File: config.mk
export PLATFORM = sky130hd
export DESIGN_NAME = fetch_controller_flat
export DESIGN_NICKNAME = d
export VERILOG_FILES = /design/src/rtl/fetch_controller_if.sv /design/src/rtl/fetch_controller.sv /design/src/flat_wrapper.sv
export SDC_FILE = /design/constraint.sdc
export NUM_CORES = 1
export LEC_CHECK = 0
export CORE_ASPECT_RATIO = 1.4
export CORE_UTILIZATION = 48
export CTS_CLUSTER_DIAMETER = 80
export DETAILED_ROUTE_END_ITERATION = 10
export PLACE_DENSITY = 0.86
export SLEW_MARGIN = 0
export SYNTH_ARGS = -nofsm -noshare
export SYNTH_HDL_FRONTEND = slang
export SYNTH_SLANG_ARGS = --single-unit
File: constraint.sdc
create_clock -name clk -period 11.3 [get_ports clk]
set_input_delay 2.26 -clock clk [delete_from_list [all_inputs] [get_ports clk]]
set_output_delay 2.26 -clock clk [all_outputs]
set_load 0.02 [all_outputs]
File: src/rtl/fetch_controller_if.sv
// Instruction-memory request/response and IF/ID slot signals of the fetch controller.
interface fetch_controller_if #(
    parameter int XLEN = 32
);
    logic            imem_req;
    logic [XLEN-1:0] imem_addr;
    logic            imem_ready;
    logic            imem_rvalid;
    logic [XLEN-1:0] imem_rdata;
    logic            if_valid;
    logic [XLEN-1:0] if_instr;
    logic [XLEN-1:0] if_pc;
    logic            id_ready;

    modport master (
        output imem_req, imem_addr, if_valid, if_instr, if_pc,
        input  imem_ready, imem_rvalid, imem_rdata, id_ready
    );

    modport slave (
        input  imem_req, imem_addr, if_valid, if_instr, if_pc,
        output imem_ready, imem_rvalid, imem_rdata, id_ready
    );
endinterface

File: src/rtl/fetch_controller.sv
// Instruction-fetch sequencer: one outstanding imem request, IF/ID slot with a
// one-entry skid buffer, and redirect handling that discards in-flight words.
module fetch_controller #(
    parameter int              XLEN       = 32,
    parameter logic [XLEN-1:0] PC_INITIAL = 32'h8000_0000
) (
    input  logic            clk,
    input  logic            reset,
    input  logic            run,
    input  logic [XLEN-1:0] pc,
    input  logic            redirect_valid,
    output logic            pc_sel,
    output logic            fetch_enable,
    output logic            fetch_stall,
    output logic            fetch_busy,
    fetch_controller_if.master bus
);

    localparam logic [XLEN-1:0] NOP = {{(XLEN-7){1'b0}}, 7'h13};

    typedef enum logic [2:0] {
        S_IDLE,
        S_REQ,
        S_WAIT,
        S_HOLD,
        S_DRAIN
    } state_t;

    state_t          state;
    logic            armed;
    logic [XLEN-1:0] req_pc;
    logic [XLEN-1:0] skid_instr;
    logic [XLEN-1:0] skid_pc;
    logic            slot_valid;
    logic [XLEN-1:0] slot_instr;
    logic [XLEN-1:0] slot_pc;

    logic ctl_en;
    logic redir;
    logic hs;
    logic slot_free;
    logic wait_rsp;
    logic load_mem;
    logic store_skid;
    logic load_skid;

    // Controls stay quiet during reset and for the single cycle after it.
    assign ctl_en     = armed & ~reset;
    assign redir      = redirect_valid & ctl_en;
    assign hs         = bus.imem_req & bus.imem_ready;
    assign slot_free  = ~slot_valid | bus.id_ready;
    assign wait_rsp   = (state == S_WAIT) & bus.imem_rvalid & ~redir;
    assign load_mem   = wait_rsp & slot_free;
    assign store_skid = wait_rsp & ~slot_free;
    assign load_skid  = (state == S_HOLD) & bus.id_ready & ~redir;

    assign pc_sel       = redir;
    assign fetch_enable = redir | (ctl_en & (load_mem | load_skid));
    assign fetch_stall  = ctl_en & slot_valid & ~bus.id_ready & ~redirect_valid;
    assign fetch_busy   = ctl_en & (state != S_IDLE) & ~fetch_enable;

    assign bus.imem_req  = ctl_en & (state == S_REQ);
    assign bus.imem_addr = pc;
    assign bus.if_valid  = slot_valid;
    assign bus.if_instr  = slot_instr;
    assign bus.if_pc     = slot_pc;

    // Fetch sequencer: request, wait for the word, park it if decode is stalled,
    // or drain a response that a redirect made stale.
    always_ff @(posedge clk) begin
        if (reset) begin
            state <= S_IDLE;
            armed <= 1'b0;
        end else begin
            armed <= 1'b1;
            case (state)
                S_IDLE: begin
                    if (run) state <= S_REQ;
                end
                S_REQ: begin
                    if (hs) begin
                        req_pc <= pc;
                        state  <= redir ? S_DRAIN : S_WAIT;
                    end
                end
                S_WAIT: begin
                    if (bus.imem_rvalid) begin
                        if (redir)          state <= S_REQ;
                        else if (slot_free) state <= run ? S_REQ : S_IDLE;
                        else                state <= S_HOLD;
                    end else if (redir) begin
                        state <= S_DRAIN;
                    end
                end
                S_HOLD: begin
                    if (redir)             state <= S_REQ;
                    else if (bus.id_ready) state <= run ? S_REQ : S_IDLE;
                end
                S_DRAIN: begin
                    if (bus.imem_rvalid) state <= run ? S_REQ : S_IDLE;
                end
                default: state <= S_IDLE;
            endcase
        end
    end

    // IF/ID slot: redirect flushes, then a fresh word or the skid word loads,
    // otherwise a consumed slot empties.
    always_ff @(posedge clk) begin
        if (reset) begin
            slot_valid <= 1'b0;
            slot_instr <= NOP;
            slot_pc    <= PC_INITIAL;
        end else if (redir) begin
            slot_valid <= 1'b0;
        end else if (load_mem) begin
            slot_valid <= 1'b1;
            slot_instr <= bus.imem_rdata;
            slot_pc    <= req_pc;
        end else if (load_skid) begin
            slot_valid <= 1'b1;
            slot_instr <= skid_instr;
            slot_pc    <= skid_pc;
        end else if (slot_valid & bus.id_ready) begin
            slot_valid <= 1'b0;
        end
    end

    // Skid buffer captures a response that arrives while decode holds the slot.
    always_ff @(posedge clk) begin
        if (store_skid) begin
            skid_instr <= bus.imem_rdata;
            skid_pc    <= req_pc;
        end
    end

endmodule
File: src/flat_wrapper.sv
// flat-port wrapper written by rule: the top's interface ports become plain ports
module fetch_controller_flat 
#(
    parameter int              XLEN       = 32,
    parameter logic [XLEN-1:0] PC_INITIAL = 32'h8000_0000
)
  (clk, reset, run, pc, redirect_valid, pc_sel, fetch_enable, fetch_stall, fetch_busy, bus_imem_req, bus_imem_addr, bus_if_valid, bus_if_instr, bus_if_pc, bus_imem_ready, bus_imem_rvalid, bus_imem_rdata, bus_id_ready);
  fetch_controller_if #(.XLEN(XLEN)) bus_i ();
  input  logic clk;
  input  logic reset;
  input  logic run;
  input  logic [XLEN-1:0] pc;
  input  logic redirect_valid;
  output logic pc_sel;
  output logic fetch_enable;
  output logic fetch_stall;
  output logic fetch_busy;
  output wire logic [$bits(bus_i.imem_req)-1:0] bus_imem_req;
  output wire logic [$bits(bus_i.imem_addr)-1:0] bus_imem_addr;
  output wire logic [$bits(bus_i.if_valid)-1:0] bus_if_valid;
  output wire logic [$bits(bus_i.if_instr)-1:0] bus_if_instr;
  output wire logic [$bits(bus_i.if_pc)-1:0] bus_if_pc;
  input wire logic [$bits(bus_i.imem_ready)-1:0] bus_imem_ready;
  input wire logic [$bits(bus_i.imem_rvalid)-1:0] bus_imem_rvalid;
  input wire logic [$bits(bus_i.imem_rdata)-1:0] bus_imem_rdata;
  input wire logic [$bits(bus_i.id_ready)-1:0] bus_id_ready;
  assign bus_imem_req = bus_i.imem_req;
  assign bus_imem_addr = bus_i.imem_addr;
  assign bus_if_valid = bus_i.if_valid;
  assign bus_if_instr = bus_i.if_instr;
  assign bus_if_pc = bus_i.if_pc;
  assign bus_i.imem_ready = bus_imem_ready;
  assign bus_i.imem_rvalid = bus_imem_rvalid;
  assign bus_i.imem_rdata = bus_imem_rdata;
  assign bus_i.id_ready = bus_id_ready;
  fetch_controller #(.XLEN(XLEN), .PC_INITIAL(PC_INITIAL)) u_core (.clk(clk), .reset(reset), .run(run), .pc(pc), .redirect_valid(redirect_valid), .pc_sel(pc_sel), .fetch_enable(fetch_enable), .fetch_stall(fetch_stall), .fetch_busy(fetch_busy), .bus(bus_i));
endmodule
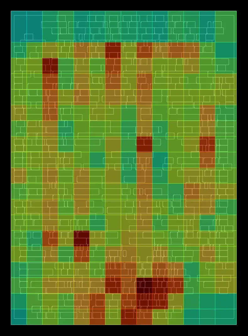
Fig. 1. Routing congestion map (run 1).
global router's overall resource usage: 19.5%
grt met2 use: 34.5%
final cell utilization of the core: 66.1%
WL/cell: 16.8 um

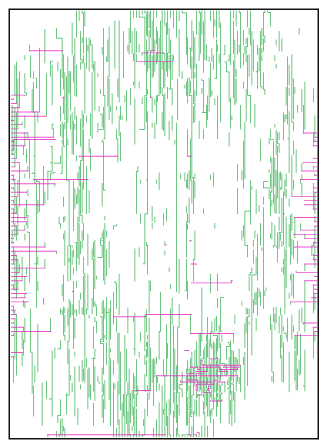
Fig. 2. Routed metal, one colour a layer (run 1).
Two of the layers only.
Green shows M2, wire length 6700 um. Magenta shows M3, wire length 629 um.

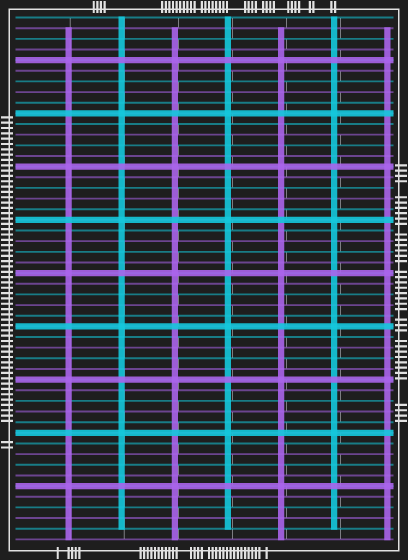
Fig. 3. Floorplan with the power grid (run 1).
Pins as bars on the die edge. Tap cells in grey.
Purple shows VSS. Cyan shows VDD.
50 met1 rails follow the rows. 9 straps on met5. 173 signal pins sit on the boundary. The core has 49 rows.

## run 1: power groups by stage
stage          clock [mW]  sequential [mW]  combinational, mW
2_1_floorplan           0            0.739              0.135
3_3_place_gp            0            0.711              0.268
3_5_place_dp            0            0.712              0.278
4_1_cts             0.577            0.699              0.279
5_1_grt             0.602            0.704              0.298
6_report            0.563            0.700              0.277
## run 1: per-layer routing
metal | vias up | GRT usage (%)
met4 | 0 | 8.42
met2 | 162 | 34.5
met1 | 1958 | 22.7
met5 | - | 0
met3 | 23 | 4.59
li1 | 1984 | -
## run 1: cells in the final DEF (no fill, tap or decap)
cell type	synthesis	final
a211oi_1	62	62
a21oi_1	5	5
a221oi_1	1	1
a31oi_1	1	1
and2_1	2	2
buf_2	19	1
buf_4	32	7
bufinv_16	0	1
clkbuf_1	11	1
clkbuf_16	0	17
clkdlybuf4s50_1	0	171
clkinv_4	0	2
clkinv_8	0	1
dfxtp_1	69	69
edfxtp_1	96	96
inv_1	4	4
inv_2	1	1
inv_6	0	8
inv_8	0	2
mux2i_1	70	70
nand2_1	4	4
nand2b_1	5	5
nand3_1	1	1
nand3b_1	2	2
nand4b_1	1	1
nor2_1	66	66
nor2b_1	1	1
nor3_1	7	7
nor3b_1	3	3
nor4_1	1	1
nor4_4	1	1
nor4b_2	0	1
o21ai_0	2	2
o21ba_2	1	1
o22ai_1	1	1
o31ai_1	1	1
## run 1: cells in the mapped netlist, drive strengths merged
cell / n
edfxtp: 96
mux2i: 70
dfxtp: 69
nor2: 66
a211oi: 62
buf: 51
clkbuf: 11
nor3: 7
a21oi: 5
inv: 5
nand2b: 5
nand2: 4
nor3b: 3
and2: 2
nand3b: 2
nor4: 2
o21ai: 2
a221oi: 1
a31oi: 1
nand3: 1
nand4b: 1
nor2b: 1
nor4b: 1
o21ba: 1
o22ai: 1
o31ai: 1
## run 1: path summary, 6_finish.rpt
kind | to | slack (ns) | depth (start not counted)
worst max-delay path | fetch_busy | 4.73 | 5
worst min-delay path | u_core.skid_pc[7] | 0.45 | 0
worst max register to register | u_core.bus.if_instr[9] | 8.58 | 6
worst min register to register | u_core.skid_pc[7] | 0.45 | 0
## run 1: cell type report
class                           instances  area (um2)  share of cell area (%)
Sequential cell                       165        4260                    50.1
Timing Repair Buffer                  179        1770                    20.8
Multi-Input combinational cell        239        1680                    19.8
Clock buffer                           18         429                    5.04
Tap cell                              153         191                    2.25
Clock inverter                         14         156                    1.84
Inverter                                5        18.8                   0.221
## run 1: worst max-delay path, delay by kind of cell
kind	cells	cell delay [ns]
buffers and inverters	2	1.21
and+or+nand+nor	3	0.85
## run 1: through the flow
step | cell area, um2 | hold WS (ns) | worst slack, ns | power, mW
after floorplan | 6330 | 0.426 | 1.39 | 0.874
after global placement | 7930 | 0.434 | 4.99 | 0.979
after detailed placement | 7930 | 0.435 | 4.75 | 0.990
after CTS | 8510 | 0.450 | 4.75 | 1.56
after global routing | 8510 | 0.458 | 4.66 | 1.60
final | 8510 | 0.447 | 4.73 | 1.54
## run 1: logic make-up (layout without fill, tap and decap cells)
kind of cell	after synthesis	in the layout	synth area share [%]
compound gates	74	74	8.51
buf+inv	67	216	6.24
mux	70	70	11.1
simple gates	95	95	6.87
flops	165	165	67.3
==> metrics.json, run 1 <==
{
  "finalSetupViolations": 0,
  "crit_slowest_cell": "clkdlybuf4s50_1",
  "clock_power_share_pct": 36.5,
  "critPathMaxStageDelay_ns": 0.70,
  "chipHeight_um": 138,
  "grt_setup_unrepaired": "no",
  "cts_inserted_buffers": 17,
  "tally_of_filler_cells_in_the_layout": 925,
  "clock_skew_ns": 0.0127,
  "route.final.wire_length_mm": 13.0,
  "seqPwrFrac_pct": 45.4,
  "die_width_um": 99.1,
  "dp.cells": 741,
  "status": "finished, final reports clean",
  "critical_path_cell_list": "clkdlybuf4s50_1, nor2_1, nor3_1, nor4_1, clkdlybuf4s50_1",
  "hold_viol_final": 0,
  "final.min_clock_period_ns": 6.57,
  "finalWeightedCongestion": 0.847,
  "synth.area.top_cells": "edfxtp_1, dfxtp_1, mux2i_1",
  "yosysTopAreaCellShare_pct": 45.5,
  "timing.hold.worst.class": "flop to flop",
  "via_count_of_the_first_global_routing_pass": 4366,
  "swShare_pct": 27.2,
  "core.rowCount": 49,
  "drt-initial-drc-count": 196,
  "drtAntennaViolNets": 0,
  "ctsHoldBuffers": 0,
  "top_metal_used": "met4",
  "fin_tns_setup_ns": 0,
  "detailed_place_hpwl_mm": 8.69
}
==> run 2, diff against run 1 <==
--- a/config.mk
+++ b/config.mk
@@ -6,10 +6,10 @@
 export NUM_CORES = 1
 export LEC_CHECK = 0
 export CORE_ASPECT_RATIO = 1.4
-export CORE_UTILIZATION = 48
+export CORE_UTILIZATION = 43
 export CTS_CLUSTER_DIAMETER = 80
 export DETAILED_ROUTE_END_ITERATION = 10
-export PLACE_DENSITY = 0.86
+export PLACE_DENSITY = 0.81
 export SLEW_MARGIN = 0
 export SYNTH_ARGS = -nofsm -noshare
 export SYNTH_HDL_FRONTEND = slang
==> constraint.sdc (replaced) <==
create_clock -name clk -period 5.61 [get_ports clk]
set_input_delay 1.122 -clock clk [delete_from_list [all_inputs] [get_ports clk]]
set_output_delay 1.122 -clock clk [all_outputs]
set_load 0.02 [all_outputs]
==> metrics.json, run 2 <==
{
  "yosysTopAreaCellShare_pct": 45.5,
  "status": "finished, final reports clean",
  "swShare_pct": 26.9,
  "ys_sh_xor_pct": 0,
  "clock_skew_ns": 0.00768,
  "hold_viol_final": 0,
  "via_count_of_the_first_global_routing_pass": 4290,
  "fin_tns_setup_ns": 0,
  "detailed_place_hpwl_mm": 8.94,
  "postSynth.asyncResetShare_pct": 0,
  "overall_power_of_the_completed_layout_mw": 3.14,
  "timing.hold.worst.class": "flop to flop",
  "cp.buffers_inverters": 2,
  "finalWeightedCongestion": 0.837,
  "critical_path_cell_list": "clkdlybuf4s50_1, nor2_1, nor3_1, nor4_1, clkdlybuf4s50_1",
  "synth.area.top_cells": "edfxtp_1, dfxtp_1, mux2i_1",
  "tally_of_filler_cells_in_the_layout": 1152,
  "synth_top_cell_by_count": "edfxtp_1",
  "synth_area_in_simple_gates_pct": 6.87,
  "drt-initial-drc-count": 153,
  "ctsHoldBuffers": 0,
  "seqPwrFrac_pct": 44.9,
  "groute.usage.overall_pct": 18.6,
  "post_synth_fa_ha_maj_area_fraction_pct": 0,
  "crit_slowest_cell": "clkdlybuf4s50_1",
  "dp_slack_ns": 1.44,
  "postLayoutCoreUtil_pct": 59.4,
  "layout_top_cells": "clkdlybuf4s50_1, edfxtp_1, mux2i_1, dfxtp_1, nor2_1",
  "clock_power_share_pct": 37.2,
  "dominantRegCellSynth": "edfxtp_1",
  "synth_compound_gate_area_share_pct": 8.51,
  "chipHeight_um": 146,
  "critPathMaxStageDelay_ns": 0.66,
  "grt_setup_unrepaired": "no",
  "path_delay_family": "buffers and inverters",
  "finalHoldWorstSlack_ns": 0.452,
  "die_width_um": 105,
  "finalSetupViolations": 0
}
==> run 2: cell counts after synthesis <==
No cell type changed its count.
==> run 2: final timing paths <==
check                             to  slack [ns]         startpoint  cells after the start
hold / removal    u_core.skid_pc[18]        0.45  u_core.req_pc[18]                      0
setup reg to reg    u_core.req_pc[2]        3.46    u_core.state[0]                      3
hold reg to reg   u_core.skid_pc[18]        0.45  u_core.req_pc[18]                      0
setup / recovery          fetch_busy        1.42    bus_imem_rvalid                      5
==> run 2: logic make-up after synthesis <==
logic type / count (synthesis)
multiplexers: 70
AND/OR/NAND/NOR: 95
AND-OR/OR-AND: 74
flip-flops: 165
buffers and inverters: 67
==> run 2: power groups by stage <==
| stage | Sequential (mW) | Combinational, mW | Clock, mW |
|---|---|---|---|
| after detailed placement | 1.44 | 0.566 | 0 |
| final | 1.41 | 0.562 | 1.17 |
| after floorplan | 1.49 | 0.272 | 0 |
| after global routing | 1.42 | 0.603 | 1.25 |
| after CTS | 1.41 | 0.569 | 1.20 |
| after global placement | 1.43 | 0.546 | 0 |
==> run 2: worst register-to-register path, stage by stage (launching register included) <==
cell	delay, ns
dfxtp_1	0.58
nor3b_1	0.30
nor2b_1	0.21
and2_2	0.68
==> run 2: routing by layer <==
metal  up-vias  global-route usage, %  share of wire, %
met1      1980                   20.0                40
met2       168                   33.3                52
met5         -                      0                 0
met4         0                   8.31               2.3
li1       1985                      -                 -
met3        31                   5.46               5.7
==> run 2: through the flow <==
| step | instance area, um2 | cells |
|---|---|---|
| floorplan | 6340 | 471 |
| global placement | 7980 | 774 |
| detailed placement | 7980 | 774 |
| CTS | 8580 | 806 |
| global route | 8580 | 806 |
| finish | 8580 | 806 |
==> run 2: layout make-up <==
type	instances	area, um2	share of cell area [%]
repair buffers	176	1770	20.7
clock buffers	17	425	4.96
multi-input cells	239	1690	19.7
clock inverters	15	168	1.96
well taps	189	236	2.76
flip-flops and latches	165	4260	49.7
inverters	5	18.8	0.219
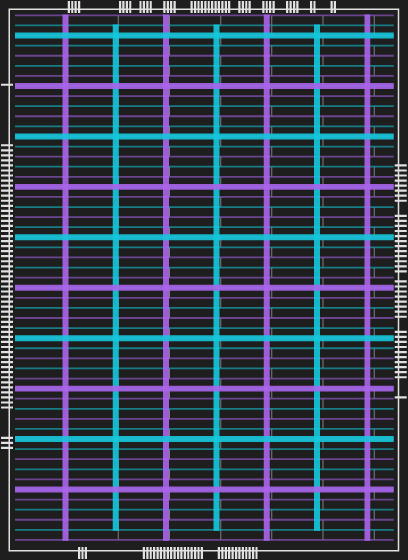
Fig. 4. Floorplan with the power grid (run 2).
Pins as bars on the die edge. Tap cells in grey.
Purple shows VSS. Cyan shows VDD.
173 signal pins sit on the boundary. 53 met1 rails follow the rows. 189 tap cells. The core has 52 rows.

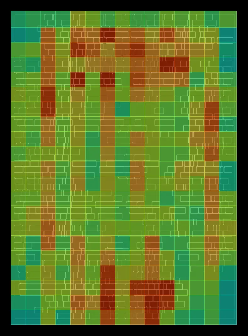
Fig. 5. Routing congestion map (run 2).
GR peak layer: met2
grt met2 use: 33.3%

==> run 3, diff against run 2 <==
--- a/config.mk
+++ b/config.mk
@@ -6,10 +6,10 @@
 export NUM_CORES = 1
 export LEC_CHECK = 0
 export CORE_ASPECT_RATIO = 1.4
-export CORE_UTILIZATION = 43
+export CORE_UTILIZATION = 48
 export CTS_CLUSTER_DIAMETER = 80
 export DETAILED_ROUTE_END_ITERATION = 10
-export PLACE_DENSITY = 0.81
+export PLACE_DENSITY = 0.86
 export SLEW_MARGIN = 0
 export SYNTH_ARGS = -nofsm -noshare
 export SYNTH_HDL_FRONTEND = slang
==> constraint.sdc (replaced) <==
create_clock -name clk -period 4.15 [get_ports clk]
set_input_delay 0.83 -clock clk [delete_from_list [all_inputs] [get_ports clk]]
set_output_delay 0.83 -clock clk [all_outputs]
set_load 0.02 [all_outputs]
==> metrics.json, run 3 <==
{
  "route.final.wire_length_mm": 13.2,
  "crit_slowest_cell": "clkdlybuf4s50_1",
  "slew_violations": 0,
  "clock-sinks": 165,
  "final.min_clock_period_ns": 3.56,
  "drt-initial-drc-count": 137,
  "hold_viol_final": 0,
  "critPathMaxStageDelay_ns": 0.65,
  "edf_count": 96,
  "final_worst_setup_slack_ns": 0.593,
  "hold_start": "u_core.req_pc[24]",
  "synth_top_cell_by_count": "edfxtp_1",
  "die_width_um": 99.1,
  "tally_of_filler_cells_in_the_layout": 949,
  "drtAntennaViolNets": 0,
  "chipHeight_um": 138,
  "full_die_area_um2": 13700,
  "grt_setup_unrepaired": "no",
  "postCtsResizedCells": 0,
  "finalSetupViolations": 0,
  "yosysTopAreaCellShare_pct": 45.5,
  "maxCapViolations": 0,
  "finalWeightedCongestion": 0.942,
  "worstReg2RegStart": "u_core.state[0]",
  "via_count_of_the_first_global_routing_pass": 4223,
  "layout_top_cells": "clkdlybuf4s50_1, edfxtp_1, mux2i_1, dfxtp_1, nor2_1",
  "rrSetupSlack_ns": 2.03,
  "mostFrequentLayoutCell": "clkdlybuf4s50_1",
  "fin_tns_setup_ns": 0,
  "worst_hold_path.endpoint": "u_core.skid_pc[24]",
  "postSynth.asyncResetShare_pct": 0,
  "core.rowCount": 49,
  "r2r_end": "u_core.bus.if_instr[0]",
  "timing.hold.worst.class": "flop to flop",
  "detailed_place_hpwl_mm": 8.73,
  "cts_inserted_buffers": 17,
  "synth.area.top_cells": "edfxtp_1, dfxtp_1, mux2i_1",
  "ctsHoldBuffers": 0,
  "ff2ff_path_depth": 5,
  "routed_wire_length_per_instance_um": 17.2,
  "critical_path_cell_list": "clkdlybuf4s50_1, nor2_1, nor3_1, nor4_1, clkdlybuf4s50_1",
  "postLayoutCoreUtil_pct": 66.2,
  "status": "finished, final reports clean",
  "synth.cells.most_frequent": "edfxtp_1, mux2i_1, dfxtp_1, nor2_1, a211oi_1",
  "min_delay_path_depth": 0,
  "clock_skew_ns": 0.00875,
  "dominantRegCellSynth": "edfxtp_1"
}
run 3: cell counts after synthesis:
Identical to the previous run, type by type.
run 3: kinds of logic after synthesis:
family / count (synthesis) / synth area share (%)
muxes: 70 / 11.1
AOI/OAI and AO/OA: 74 / 8.51
and+or+nand+nor: 95 / 6.87
DFF: 165 / 67.3
buffers and inverters: 67 / 6.24
run 3: metal layers:
| metal | routed length, um | part of all wire (%) | vias up | track usage, % |
|---|---|---|---|---|
| li1 | - | - | 1995 | - |
| met4 | 358 | 2.7 | 0 | 9.40 |
| met5 | 0 | 0 | - | 0 |
| met2 | 6880 | 52 | 161 | 34.6 |
| met1 | 5390 | 41 | 1957 | 22.1 |
| met3 | 603 | 4.6 | 30 | 4.49 |
run 3: stage by stage:
stage	hold slack [ns]	instances	total power, mW	instance area (um2)
6_report	0.449	771	4.15	8520
5_1_grt	0.456	771	4.32	8520
4_1_cts	0.452	771	4.19	8520
3_5_place_dp	0.435	739	2.70	7960
3_3_place_gp	0.433	739	2.67	7960
2_1_floorplan	0.426	471	2.38	6350
run 3: final cells by class:
cell class / instances / area [um2] / area share, %
clock buffers: 17 / 425 / 4.99
repair buffers: 177 / 1790 / 21.0
well taps: 153 / 191 / 2.25
inverters: 5 / 18.8 / 0.220
flip-flops and latches: 165 / 4260 / 50.1
clock inverters: 15 / 138 / 1.62
multi-input cells: 239 / 1690 / 19.8
run 3: power breakdown:
| part | total, mW | switching (mW) | internal (mW) | leakage, nW |
|---|---|---|---|---|
| combinational | 0.760 | 0.394 | 0.366 | 1.52 |
| clock | 1.48 | 0.687 | 0.796 | 0.268 |
| sequential | 1.91 | 0.0738 | 1.83 | 1.42 |
| total | 4.15 | 1.15 | 2.99 | 3.21 |
run 3: worst max path at each step:
stage                     from                    to  slack (ns)
2_1_floorplan            reset  u_core.skid_instr[0]        0.41
3_3_place_gp   bus_imem_rvalid            fetch_busy        0.70
3_5_place_dp   bus_imem_rvalid            fetch_busy        0.59
4_1_cts        bus_imem_rvalid            fetch_busy        0.60
5_1_grt        bus_imem_rvalid            fetch_busy        0.45
6_report       bus_imem_rvalid            fetch_busy        0.59
run 3: worst max-delay path: cells and delay by family:
family	cells	cell delay (ns)
buf+inv	2	1.13
simple gates	3	0.76
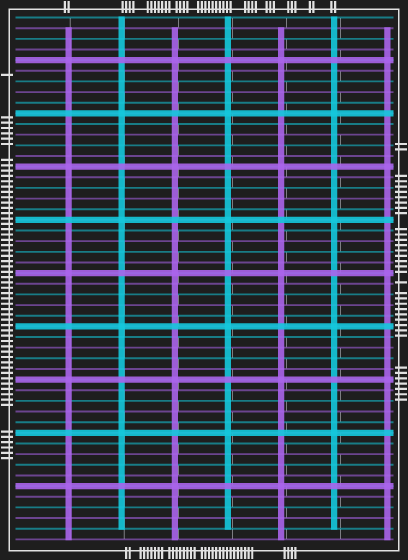
Fig. 6. Floorplan with the power grid (run 3).
Pins as bars on the die edge. Tap cells in grey.
Purple shows VSS. Cyan shows VDD.
173 signal pins sit on the boundary. 153 tap cells. The core has 49 rows. 50 met1 rails follow the rows.

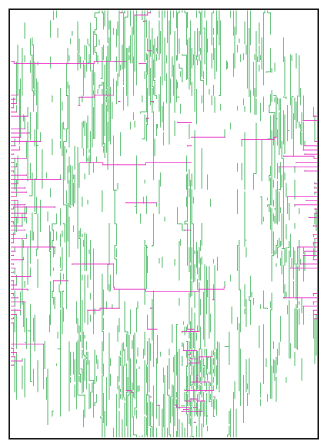
Fig. 7. Routed metal, one colour a layer (run 3).
Two of the layers only.
Magenta shows M3, wire length 603 um. Green shows M2, wire length 6880 um.

Power figures rest on the tool's default switching activity, not on a simulated workload.
